`src/rtl/sec02_stream_serializer.sv`:
```
// Serializer: splits one p_nwords-word message into p_nwords narrow words, word 0 first.
// Latency: word 0 valid the cycle after the message is accepted; 1 word/cycle sustained.
// Backpressure: holds the current word while ostream_rdy is low; accepts a new message only when idle or on the last word's transfer.
module sec02_stream_serializer #(
  parameter int p_word_nbits = 32,
  parameter int p_nwords     = 2
) (
  input  logic                             clk,
  input  logic                             reset,
  input  logic                             istream_val,
  output logic                             istream_rdy,
  input  logic [p_nwords*p_word_nbits-1:0] istream_msg,
  output logic                             ostream_val,
  input  logic                             ostream_rdy,
  output logic [p_word_nbits-1:0]          ostream_msg
);

  localparam int c_msg_nbits = p_nwords * p_word_nbits;
  localparam int c_idx_nbits = (p_nwords > 1) ? $clog2(p_nwords) : 1;
  localparam logic [c_idx_nbits-1:0] c_last_idx = c_idx_nbits'(p_nwords - 1);

  typedef enum logic {
    IDLE = 1'b0,
    SEND = 1'b1
  } state_t;

  state_t                   r_state;
  logic [c_idx_nbits-1:0]   r_idx;
  logic [c_msg_nbits-1:0]   r_msg;

  logic w_isend;
  logic w_osend;
  logic w_last;

  // Output valid comes straight from the state register, so nothing on the
  // input side can reach the output side combinationally.
  assign ostream_val = (r_state == SEND);
  assign w_last      = (r_idx == c_last_idx);
  assign w_osend     = ostream_val & ostream_rdy;

  // Ready depends on ostream_rdy only on the last word, which is what allows
  // back-to-back messages without a bubble cycle.
  assign istream_rdy = !reset & ((r_state == IDLE) | (w_osend & w_last));
  assign w_isend     = istream_val & istream_rdy;

  // Select the word addressed by the index out of the held message.
  always_comb begin
    ostream_msg = '0;
    for (int i = 0; i < p_nwords; i++) begin
      if (r_idx == c_idx_nbits'(i)) begin
        ostream_msg = r_msg[i*p_word_nbits +: p_word_nbits];
      end
    end
  end

  // Control FSM: capture a message, walk the index, reload or drop back to idle.
  always_ff @(posedge clk) begin
    if (reset) begin
      r_state <= IDLE;
      r_idx   <= '0;
      r_msg   <= '0;
    end else begin
      case (r_state)
        IDLE: begin
          if (w_isend) begin
            r_msg   <= istream_msg;
            r_idx   <= '0;
            r_state <= SEND;
          end
        end
        SEND: begin
          if (w_osend) begin
            if (!w_last) begin
              r_idx <= r_idx + 1'b1;
            end else if (w_isend) begin
              r_msg   <= istream_msg;
              r_idx   <= '0;
              r_state <= SEND;
            end else begin
              r_idx   <= '0;
              r_state <= IDLE;
            end
          end
        end
        default: begin
          r_state <= IDLE;
          r_idx   <= '0;
        end
      endcase
    end
  end

endmodule

```
`config.mk`:
```
export PLATFORM = sky130hd
export DESIGN_NAME = sec02_stream_serializer
export DESIGN_NICKNAME = d
export VERILOG_FILES = /design/src/rtl/sec02_stream_serializer.sv
export SDC_FILE = /design/constraint.sdc
export NUM_CORES = 1
export LEC_CHECK = 0
export CAP_MARGIN = 0
export CORE_ASPECT_RATIO = 1.25
export CORE_MARGIN = 10
export CORE_UTILIZATION = 42
export CTS_CLUSTER_DIAMETER = 120
export CTS_CLUSTER_SIZE = 14
export DETAILED_ROUTE_END_ITERATION = 10
export HOLD_SLACK_MARGIN = 0.02
export MAX_ROUTING_LAYER = met4
export PLACE_DENSITY = 0.86
export SETUP_SLACK_MARGIN = 0.05
export SYNTH_ARGS = -nofsm -noshare
export SYNTH_HDL_FRONTEND = slang
export SYNTH_SLANG_ARGS = --single-unit
```
`constraint.sdc`:
```
create_clock -name clk -period 1.4 [get_ports clk]
set_input_delay 0.42 -clock clk [delete_from_list [all_inputs] [get_ports clk]]
set_output_delay 0.42 -clock clk [all_outputs]
set_load 0.01 [all_outputs]
```
==> job_summary.md, run 1 <==
### Metrics collected by this job

| Metric | Value |
|---|---|
| Outcome | finished with violations |
| Failing checks | setup timing |
| Most frequent CP cell | buf_6 |
| Tally of nets with antenna violations remaining after routing | 0 |
| Power per cell area | 1020 nW/um^2 |
| Core outline area | ~7700 um^2 |
| Flip-flops with a built-in enable | 0 |
| Worst slew pin tran | 393 ps |
| Clk tree area frac | around 4.7% |
| Post-placement cell count | ~450 |
| Required time of the critical path | a little under 1000 ps |
| Pins over their slew limit | 0 |
| Ao+oa area frac | 0.724% |
| Chip area | roughly 12000 um^2 |
| Maximum number of pins on one net before global-route repair | 37 |
| Top post-synthesis cells by count | dfxtp_1 (66), nor2b_1 (64), mux2_4 (60), mux2_2 (36), buf_12 (6) |
| Tool warnings | 29 |
| Power, Total | roughly 5.2 mW |
| Min Tclk post-route | 1870 ps |
| Synthesis area per yosys | approximately 3300 um^2 |
| Slowest stage cell on the critical path | dfxtp_4 |
| P_clk | 1.96 mW |
| Ys Warns | 0 |
| RSZ-0062 raised after global routing | true |
| Number of vias per cell | ~4.7 |
| Startpoint types | register |
| Top delay family on crit path | buffers and inverters |
| P_seq | about 2.1 mW |
| WS Path Type | reg2out |
| Combinational share of cell area | about 37% |
| FF-to-FF Start | r_idx |
| Non-clock inverters | 0 |
| Logic pwr share | 22.6% |
| Seq pwr share | approximately two fifths |
| Static Leak | between 2 and 2.5 nW |
| Setup Slack @ Placement | -693 ps |
| R2r worst-path depth | 9 |
| Total CTS buffers | 9 |
| CTS max path bufs | 2 |
| Cycle use final | 133% |
| Source of the worst hold timing path | ostream_rdy |
| Worst Setup SP | r_idx |
| RR Endpoint | r_msg[27] |
| WHS Endpoint | r_idx |
| Root buf cell | clkbuf_8 |
| Insertion Delay late pin | 340 ps |
| Yosys cell count | roughly 250 |
| Post-CTS setup buffer count | 13 |
| End of the critical path | ostream_msg[15] |
| Design area | between 5000 and 6000 um^2 |
| Worst clock skew | ~8.2 ps |
| Final hold violations | 0 |
| Synth cell types | 16 |
| Setup Viol. Count Final | between 90 and 100 |
| Post-CTS Hold Fix Bufs | 0 |
| Clock share of power | between 30 and 40% |
| Max_slew headroom | between 70% and 80% |
| NonClk Buf Share | 30.0% |
| Top power group | sequential cells |
| Adder share | 0% |
| Worst hold stages | 4 |
| Minimum hold slack | 571 ps |
| Gate Area | around 1900 um^2 |
| Register Area | around 1300 um^2 |
| Detail Placement HPWL | around 5600 um |
| Top-count cell post-synth | dfxtp_1 |
| Core Util at FP | 42.6% |
| Antenna cells | 0 |
| Buf+Inv Stages, Crit Path | 3 |
| Non-filler cells, final | between 400 and 500 |
| Simple Share, Synth | 13.3% |
| Buffers excl. clock | 137 |
| Sequential cell area share | between 20 and 30% |
| CTS tree | built |
| Critical-path maximum fanout | 6 |
| Xor/xnor cell area share of the yosys netlist | 0% |
| Avg Cell Area, Syn | approximately 13 um^2 |
| Clk slew on worst S/H paths | ~70 ps |
| Post-Syn Area | approximately 3300 um^2 |
| Top logic family | multiplexers |
| Register share after synthesis | between 40% and 50% |
| Critical path arrival | between 1000 and 1500 ps |
| Setup TNS | -38630 ps |
| Pint | 4.02 mW |
| Number of gates resized after CTS | approximately 220 |
| Comb gates | 169 |
| Layout area overhead | 56.8% |
| Multiplexer share of the synthesized area | between 40 and 50% |
| Global-route wire length before repair | 14400 um |
| Post-synth top area cell | dfxtp_1 |
| Htree depth | 3 |
| Critical path depth | 4 |
| Switching power share of the total | between 20 and 25% |
| Drt wl/cell | roughly 18 um |
| Worst stage delay on the critical path | about 400 ps |
| # clk buffers | 10 |
| Ys flop type | dfxtp_1 |
| Worst R2R Setup Slack | -450 ps |
| Area after DPL | between 4000 and 5000 um^2 |
| Final WS setup | -467 ps |
| Net Count, Synth | about 320 |
| Post-synth regs | roughly 66 |
| Tap Cells | ~95 |
| CP Cell Sequence | buf_8 > buf_6 > mux2_4 > buf_6 |
| Fmax | between 500 and 600 MHz |
| Congestion Overflow GR | 0 |
| Vias in the first global route | about 2600 |
| Share of cells above drive strength 1 | 47.9% |
| Cell row count | 36 |
| Hold crit path type | in2reg |
| Final RePlAce weighted congestion | 0.732 |
| Setup crit end kind | output pin |
| FFs & Latches | 66 |
| Fin nets | 451 |
| Initial DRC Count | approximately 67 |
| P_comb | 1.18 mW |
| Gate Count Post-Synth | 253 |
| Asr flop ratio synth | 0% |
run 1: placed cells by master, fill, tap and decap left out, drive strengths merged:
cell	n
nor2b	64
mux2i	1
clkinvlp	1
a21oi	1
clkbuf	12
buf	69
nand2	1
dfxtp	66
nor3b	1
mux2	96
bufinv	3
nand3b	1
a21boi	1
clkdlybuf4s50	65
dlymetal6s2s	1
clkinv	2
nor2	3
run 1: sequential cells by signal (all words and copies together), names as in the netlist:
name and count:
r_msg 64, ostream_val 1, r_idx 1
run 1: per-layer routing:
metal / share of wire (%) / track usage, %
met1: 42 / 17.9
met2: 51 / 25.1
met3: 5.1 / 4.80
met4: 1.3 / 3.50
met5: 0 / -
==> run_1/congestion.png <==
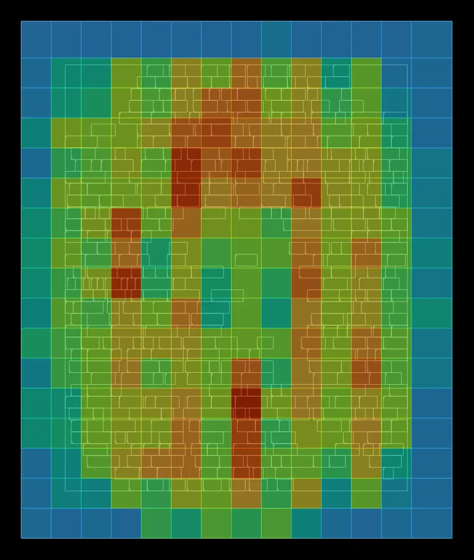
final core utilization: 66.8%
All-Layer GR Usage: 15.3%
GR Layer Usage met2: 25.1%
grt peak-use layer: met2
M1 GR Usage: 17.9%

==> run_1/io_placement.png <==
Pins as bars across the die edge, other pins in gray.
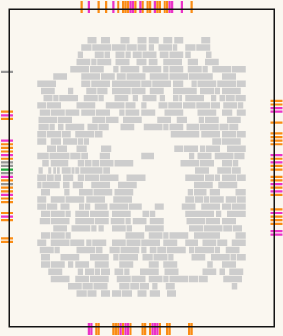
legend:
  green:
    port: `istream_rdy`
    pins: 1
    direction: output
    edge: left
  orange:
    port: `istream_msg`
    pins: 64
    direction: input
    edge: 18 right, 16 top, 15 bottom, 15 left
  magenta:
    port: `ostream_msg`
    pins: 32
    direction: output
    edge: 9 top, 9 right, 8 bottom, 6 left
Die Wd: 99.1 um
Die H: 119 um
IO Port Bufs: 101

==> run_1/layer_met3.png <==
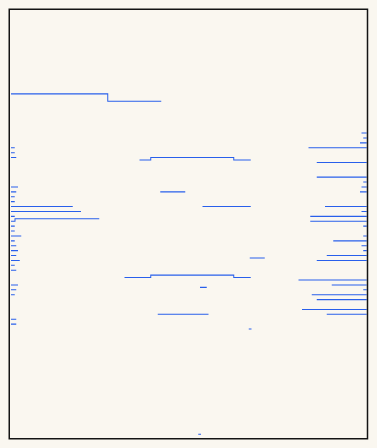
main direction: horizontal
nets with wire on the layer: 57
longest straight run: 26.7 um
wire length on this layer: 453 um
via count: 2286
GR Util met3: 4.80%
final WL: 8820 um

## Run 2: what changed since run 1
- ABC_CLOCK_PERIOD_IN_PS: unset -> 1400
==> run_2/layer_met3.png <==
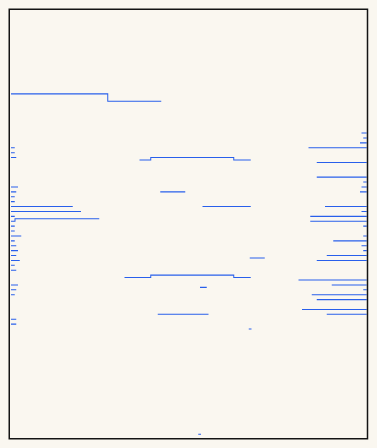
main direction: horizontal
share of all routed wire: 5.1%

==> run_2/wires.png <==
Only two layers are drawn.
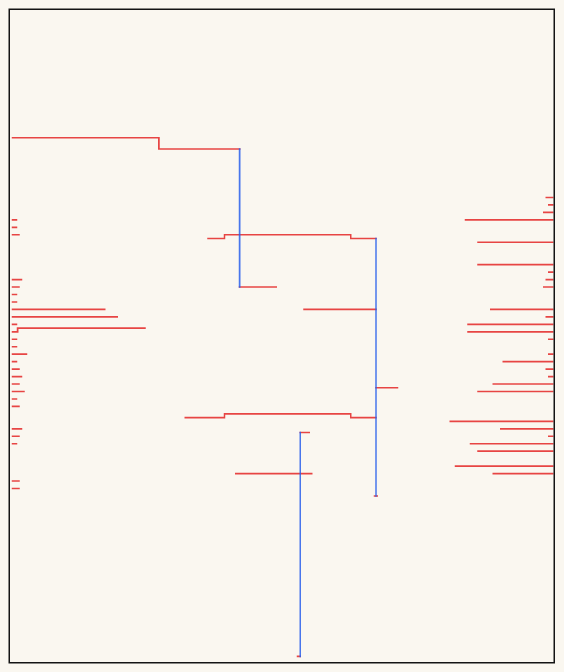
legend:
  red:
    layer: metal 3
    wire_length: 453 um
  blue:
    layer: metal 4
    wire_length: 113 um
drt wl/cell: 18.3 um

==> run_2/io_fan.png <==
The bar under the picture is 20 um long.
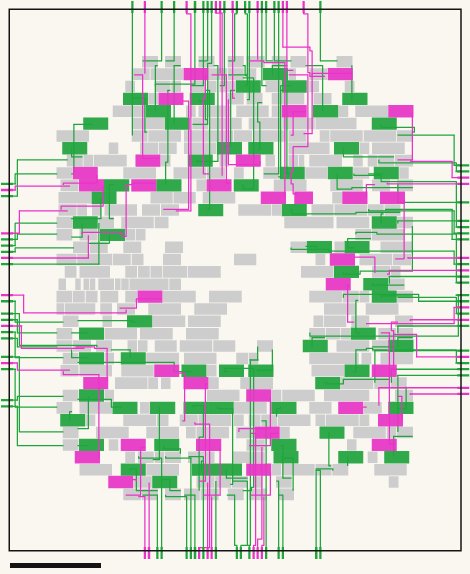
legend:
  magenta:
    port: `ostream_msg`
    bits: 32
    direction: output
    edge: 9 top, 9 right, 8 bottom, 6 left
    end_cells: 32
    buffers: 32
    wire: 1140 um
  green:
    port: `istream_msg`
    bits: 64
    direction: input
    edge: 18 right, 16 top, 15 bottom, 15 left
    end_cells: 64
    buffers: 64
    wire: 2060 um
Boundary Pins: 102

==> run 2 against run 1 <==
Against the previous run: the flow still finishes with violations (setup timing); die size did not move; sequential power barely moved; largest power group unchanged; worst setup slack did not move; largest cell class unchanged.
==> job_summary.md, run 2 <==
### Metrics collected by this job

| Metric | Value |
|---|---|
| IO Port Bufs | 101 (unchanged) |
| Largest Register | r_msg |
| Critical path arrival | 1450 ps (about the same) |
| Net Count, Synth | 321 (unchanged) |
| Setup Slack @ Placement | -693 ps (unchanged) |
| Congestion Overflow GR | 0 (unchanged) |
| Top cells excl fill/tap | mux2_4 (95), clkdlybuf4s50_1 (65), nor2b_1 (64), dfxtp_1 (64), buf_6 (42) |
| Post-Syn Area | 3280 um^2 (unchanged) |
| Die Wd | 99.1 um (unchanged) |
| Worst clock skew | 8.17 ps (unchanged) |
| Number of vias per cell | 4.73 (unchanged) |
| Htree depth | 3 (unchanged) |
| Clock share of power | 37.4% (about the same) |
| Detail Placement HPWL | 5550 um (unchanged) |
| Required time of the critical path | 980 ps (about the same) |
| Register share after synthesis | 40.3% (unchanged) |
| Chip area | 11800 um^2 (unchanged) |
| Gate Count Post-Synth | 253 (unchanged) |
| Seq pwr share | 40.0% (about the same) |
| Largest register FFs | 64 (unchanged) |
| Top delay family on crit path | buffers and inverters |
| Cycle use final | 133% (unchanged) |
| Source of the worst hold timing path | ostream_rdy |
| Power, Total | 5.24 mW (unchanged) |
| Core outline area | 7700 um^2 (unchanged) |
| WS Path Type | reg2out |
| Met3 routed WL | 452 um (unchanged) |
| Grt peak-use layer | met2 |
| Fmax | 536 MHz (unchanged) |
| Worst Setup SP | r_idx |
| Buf+Inv Stages, Crit Path | 3 (unchanged) |
| Setup crit end kind | output pin |
| P_seq | 2.09 mW (about the same) |
| CTS tree | built |
| CTS max path bufs | 2 (unchanged) |
| RSZ-0062 raised after global routing | true |
| Slowest stage cell on the critical path | dfxtp_4 |
| Synthesis area per yosys | 3280 um^2 (unchanged) |
| Antenna cells | 0 (unchanged) |
| Top power group | sequential cells |
| Total CTS buffers | 9 (unchanged) |
| Highest routing layer actually used | met4 |
| Final hold violations | 0 (unchanged) |
| Post-CTS Hold Fix Bufs | 0 (unchanged) |
| Met2 WL | 4530 um (unchanged) |
| Tool warnings | 29 (unchanged) |
| Min Tclk post-route | 1870 ps (unchanged) |
| Final core utilization | 66.8% (unchanged) |
| Most frequent CP cell | buf_6 |
| Final WL | 8820 um (unchanged) |
| Most used logic cell in the final layout | mux2_4 |
| Top-count cell post-synth | dfxtp_1 |
| M1 GR Usage | 17.9% (unchanged) |
| Minimum hold slack | 571 ps (unchanged) |
| Flip-flops with a built-in enable | 0 (unchanged) |
| Avg Cell Area, Syn | 13.0 um^2 (unchanged) |
| GR Layer Usage met2 | 25.1% (unchanged) |
| Ys Warns | 0 (unchanged) |
| Vias in the first global route | 2617 (unchanged) |
| Die H | 119 um (unchanged) |
| Power per cell area | 1020 nW/um^2 (unchanged) |
| CP Cell Sequence | buf_8 > buf_6 > mux2_4 > buf_6 |
| Cell row count | 36 (unchanged) |
| Worst stage delay on the critical path | 400 ps (about the same) |
| Core Util at FP | 42.6% (unchanged) |
| Insertion Delay late pin | 340 ps (about the same) |
| Number of fill cells | between 500 and 600 |
| Non-filler cells, final | 483 (unchanged) |
| Fin nets | 451 (unchanged) |
| Design area | 5150 um^2 (unchanged) |
| Pint | 4.02 mW (unchanged) |
| Via count | 2286 (unchanged) |
| All-Layer GR Usage | 15.3% (unchanged) |
| Failing checks | setup timing |
| FF-to-FF Start | r_idx |
| Global-route wire length before repair | 14400 um (unchanged) |
| Final WS setup | -467 ps (unchanged) |
| Maximum number of pins on one net before global-route repair | 37 (unchanged) |
| Pins over their slew limit | 0 (unchanged) |
| Setup Viol. Count Final | 97 (unchanged) |
| Area after DPL | 4430 um^2 (unchanged) |
| Outcome | finished with violations |
| Top post-synthesis cells by count | dfxtp_1 (66), nor2b_1 (64), mux2_4 (60), mux2_2 (36), buf_12 (6) |
| Post-synth top area cell | dfxtp_1 |
| Static Leak | 2.22 nW (unchanged) |
| Max_slew headroom | 73.8% (unchanged) |
| Tally of nets with antenna violations remaining after routing | 0 (unchanged) |
| M1 WL | 3730 um (unchanged) |
| Final RePlAce weighted congestion | 0.732 (unchanged) |
| Initial DRC Count | 67 (unchanged) |
| Layout area overhead | 56.8% (unchanged) |
| P_clk | 1.96 mW (about the same) |
| Yosys cell count | 253 (unchanged) |
| Critical-path maximum fanout | 6 (unchanged) |
| Startpoint types | register |
| GR Util met3 | 4.80% (unchanged) |
| Synth cell types | 16 (unchanged) |
| Switching power share of the total | 23.1% (unchanged) |
| Asr flop ratio synth | 0% (unchanged) |
| Ys flop type | dfxtp_1 |
| Worst slew pin tran | 393 ps (unchanged) |
| Number of gates resized after CTS | 217 (unchanged) |
| P_comb | 1.18 mW (about the same) |
| Post-synth regs | 66 (unchanged) |
| Logic pwr share | 22.6% (about the same) |
run 2: cell counts after synthesis:
Identical to the previous run, type by type.
run 2: layout make-up:
type / instances / area [um^2] / area share (%)
multi-input combinational: 169 / 1910 / 37.2
clock buffer: 10 / 128 / 2.48
timing repair buffer: 137 / 1550 / 30.0
tap: 95 / 119 / 2.31
clock inverter: 6 / 115 / 2.24
sequential: 66 / 1330 / 25.8
run 2: logic make-up after synthesis:
kind of cell	after synthesis	synth area share (%)
buffers and inverters	18	5.64
AND/OR/NAND/NOR	70	13.3
multiplexers	97	40.1
AND-OR/OR-AND	2	0.724
flip-flops	66	40.3
run 2: worst paths after layout:
kind	endpoint	slack [ps]	cells after the start
setup / recovery	ostream_msg[15]	-470	4
hold / removal	r_idx	570	4
setup reg to reg	r_msg[27]	-450	9
hold reg to reg	r_msg[52]	610	2
## Run 3: what changed since run 2
- SETUP_SLACK_MARGIN: 0.05 -> 0.3
- SKIP_CTS_REPAIR_TIMING: unset -> 1
==> run_3/io_placement.png <==
Pins as bars across the die edge, other pins in gray.
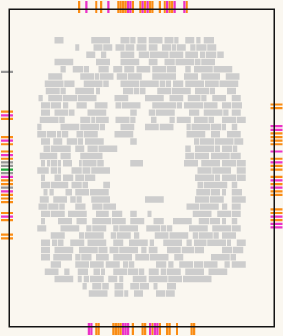

==> run_3/wires.png <==
Only two layers are drawn.
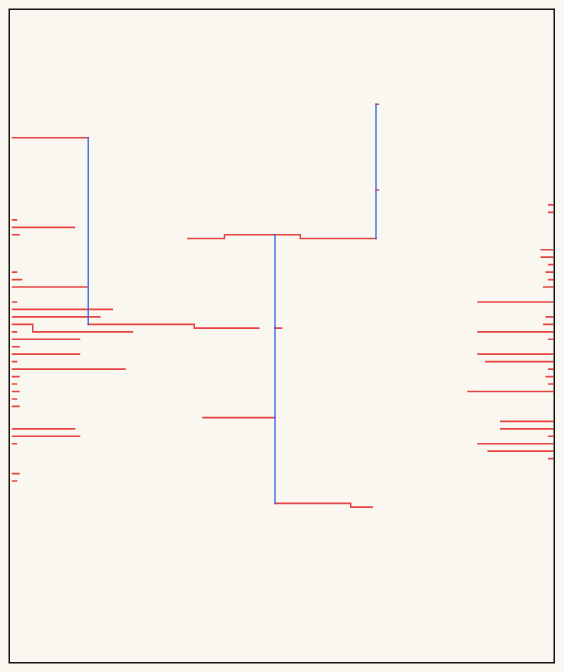
All-Layer GR Usage: 13.2%
final WL: 8040 um
via count: 2239

==> run_3/congestion.png <==
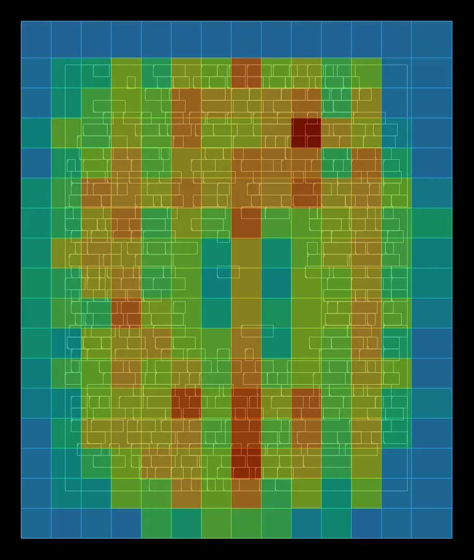
final core utilization: 62.3%
GR Util met3: 4.63%
GR Layer Usage met2: 22.0%
drt wl/cell: 16.7 um
M1 GR Usage: 14.4%

==> run 3 against run 2 <==
Against the previous run: the run still ends with setup timing left; worst hold slack got worse by 89 ps; cell count fell by 0.21%; non-clock buffer count shrank 1; critical path depth grew 1; power is 9.5% lower; count of clock-buffer cells in the layout up 1; clock power shrank 17%; critical path type unchanged; largest power group unchanged.
==> job_summary.md, run 3 <==
### Metrics collected by this job

| Metric | Value |
|---|---|
| Chip area | 11800 um^2 (unchanged) |
| Top post-synthesis cells by count | dfxtp_1 (66), nor2b_1 (64), mux2_4 (60), mux2_2 (36), buf_12 (6) |
| Asr flop ratio synth | 0% (unchanged) |
| Final WS setup | -484 ps (-17.0 ps) |
| Initial DRC Count | 61 (-9.0%) |
| R2r worst-path depth | 6 (-3) |
| Min Tclk post-route | 1880 ps (+17.0 ps) |
| Failing checks | setup timing |
| Die H | 119 um (unchanged) |
| Non-filler cells, final | 482 (-0.21%) |
| Boundary Pins | 102 (unchanged) |
| Post-Syn Area | 3280 um^2 (unchanged) |
| Critical path depth | 5 (+1) |
| Register Area | 1330 um^2 (unchanged) |
| P_comb | 1.02 mW (-10%) |
| Largest Register | r_msg |
| Power per cell area | 987 nW/um^2 (-2.9%) |
| Required time of the critical path | 980 ps (about the same) |
| Tap Cells | 95 (unchanged) |
| Final RePlAce weighted congestion | 0.724 (-1.1%) |
| Largest class | combinational gates |
| # clk buffers | 11 (+1) |
| Tally of nets with antenna violations remaining after routing | 0 (unchanged) |
| Startpoint types | register |
| Global-route wire length before repair | 12500 um (-13%) |
| Non-clock inverters | 0 (unchanged) |
| Htree depth | 3 (unchanged) |
| Tool warnings | 28 (-3.4%) |
| M1 WL | 3470 um (-6.9%) |
| Fmax | 531 MHz (-0.90%) |
| Outcome | finished with violations |
| NonClk Buf Share | 27.6% (-2.4 points) |
| Worst hold stages | 4 (unchanged) |
| Top power group | sequential cells |
| Critical-path maximum fanout | 7 (+1) |
| Largest register FFs | 64 (unchanged) |
| Slowest stage cell on the critical path | dfxtp_4 |
| Highest routing layer actually used | met4 |
| Worst Setup SP | r_idx |
| Maximum number of pins on one net before global-route repair | 37 (unchanged) |
| Worst clock skew | 4.02 ps (-4.15 ps) |
| P_seq | 2.09 mW (about the same) |
| WS Path Type | reg2out |
| Max_slew headroom | 75.7% (+1.9 points) |
| P_clk | 1.63 mW (-17%) |
| Top cells excl fill/tap | mux2_4 (70), clkdlybuf4s50_1 (65), nor2b_1 (64), dfxtp_1 (64), mux2_2 (26) |
| Fin nets | 450 (-0.22%) |
| Cycle use final | 135% (+1.2 points) |
| Number of fill cells | 651 (+20%) |
| Static Leak | 2.10 nW (-5.5%) |
| Top delay family on crit path | buffers and inverters |
| Switching power share of the total | 23.6% (+0.44 points) |
| Detail Placement HPWL | 5670 um (+2.1%) |
| IO Port Bufs | 101 (unchanged) |
| Ys Warns | 0 (unchanged) |
| Buffers excl. clock | 136 (-0.73%) |
| Number of vias per cell | 4.65 (-1.9%) |
| Synthesis area per yosys | 3280 um^2 (unchanged) |
| Layout area overhead | 46.1% |
| Net Count, Synth | 321 (unchanged) |
| Seq pwr share | 44.0% (+4.0 points) |
| Post-synth regs | 66 (unchanged) |
| Yosys cell count | 253 (unchanged) |
| CTS tree | built |
| Pins over their slew limit | 0 (unchanged) |
| Setup Viol. Count Final | 97 (unchanged) |
| FFs & Latches | 66 (unchanged) |
| Worst R2R Setup Slack | -190 ps (+260 ps) |
| Buf+Inv Stages, Crit Path | 4 (+1) |
| Final hold violations | 0 (unchanged) |
| Congestion Overflow GR | 0 (unchanged) |
| Most frequent CP cell | buf_6 |
| Cell row count | 36 (unchanged) |
| Combinational share of cell area | 38.0% (+0.85 points) |
| Met2 WL | 4050 um (-10%) |
| Antenna cells | 0 (unchanged) |
| Flip-flops with a built-in enable | 0 (unchanged) |
| Avg Cell Area, Syn | 13.0 um^2 (unchanged) |
| Sequential cell area share | 27.7% (+1.9 points) |
| Logic pwr share | 21.6% (-1.0 points) |
| Grt peak-use layer | met2 |
| Core Util at FP | 42.6% (unchanged) |
| Register share after synthesis | 40.3% (unchanged) |
| CTS max path bufs | 2 (unchanged) |
==> run 3: cell counts after synthesis <==
No cell type changed its count.
==> run 3: stage by stage <==
step	power [mW]	util, %	cell area (um^2)	worst slack, ps	hold slack, ps
3_3_place_gp	3.08	57.3	4420	-684	579
4_1_cts	4.75	60.0	4620	-795	609
6_report	4.74	62.3	4800	-484	482
2_1_floorplan	2.66	-	3290	-9.27	508
5_1_grt	4.96	62.3	4800	-529	489
3_5_place_dp	3.11	57.3	4420	-689	589
==> run 3: logic make-up (layout without fill, tap and decap cells) <==
group	count (synthesis)	in the layout	share of synthesized area, %
muxes	97	97	40.1
and+or+nand+nor	70	70	13.3
DFF	66	66	40.3
buffers and inverters	18	152	5.64
AOI/OAI and AO/OA	2	2	0.724
Power and IR drop assume default switching activity.
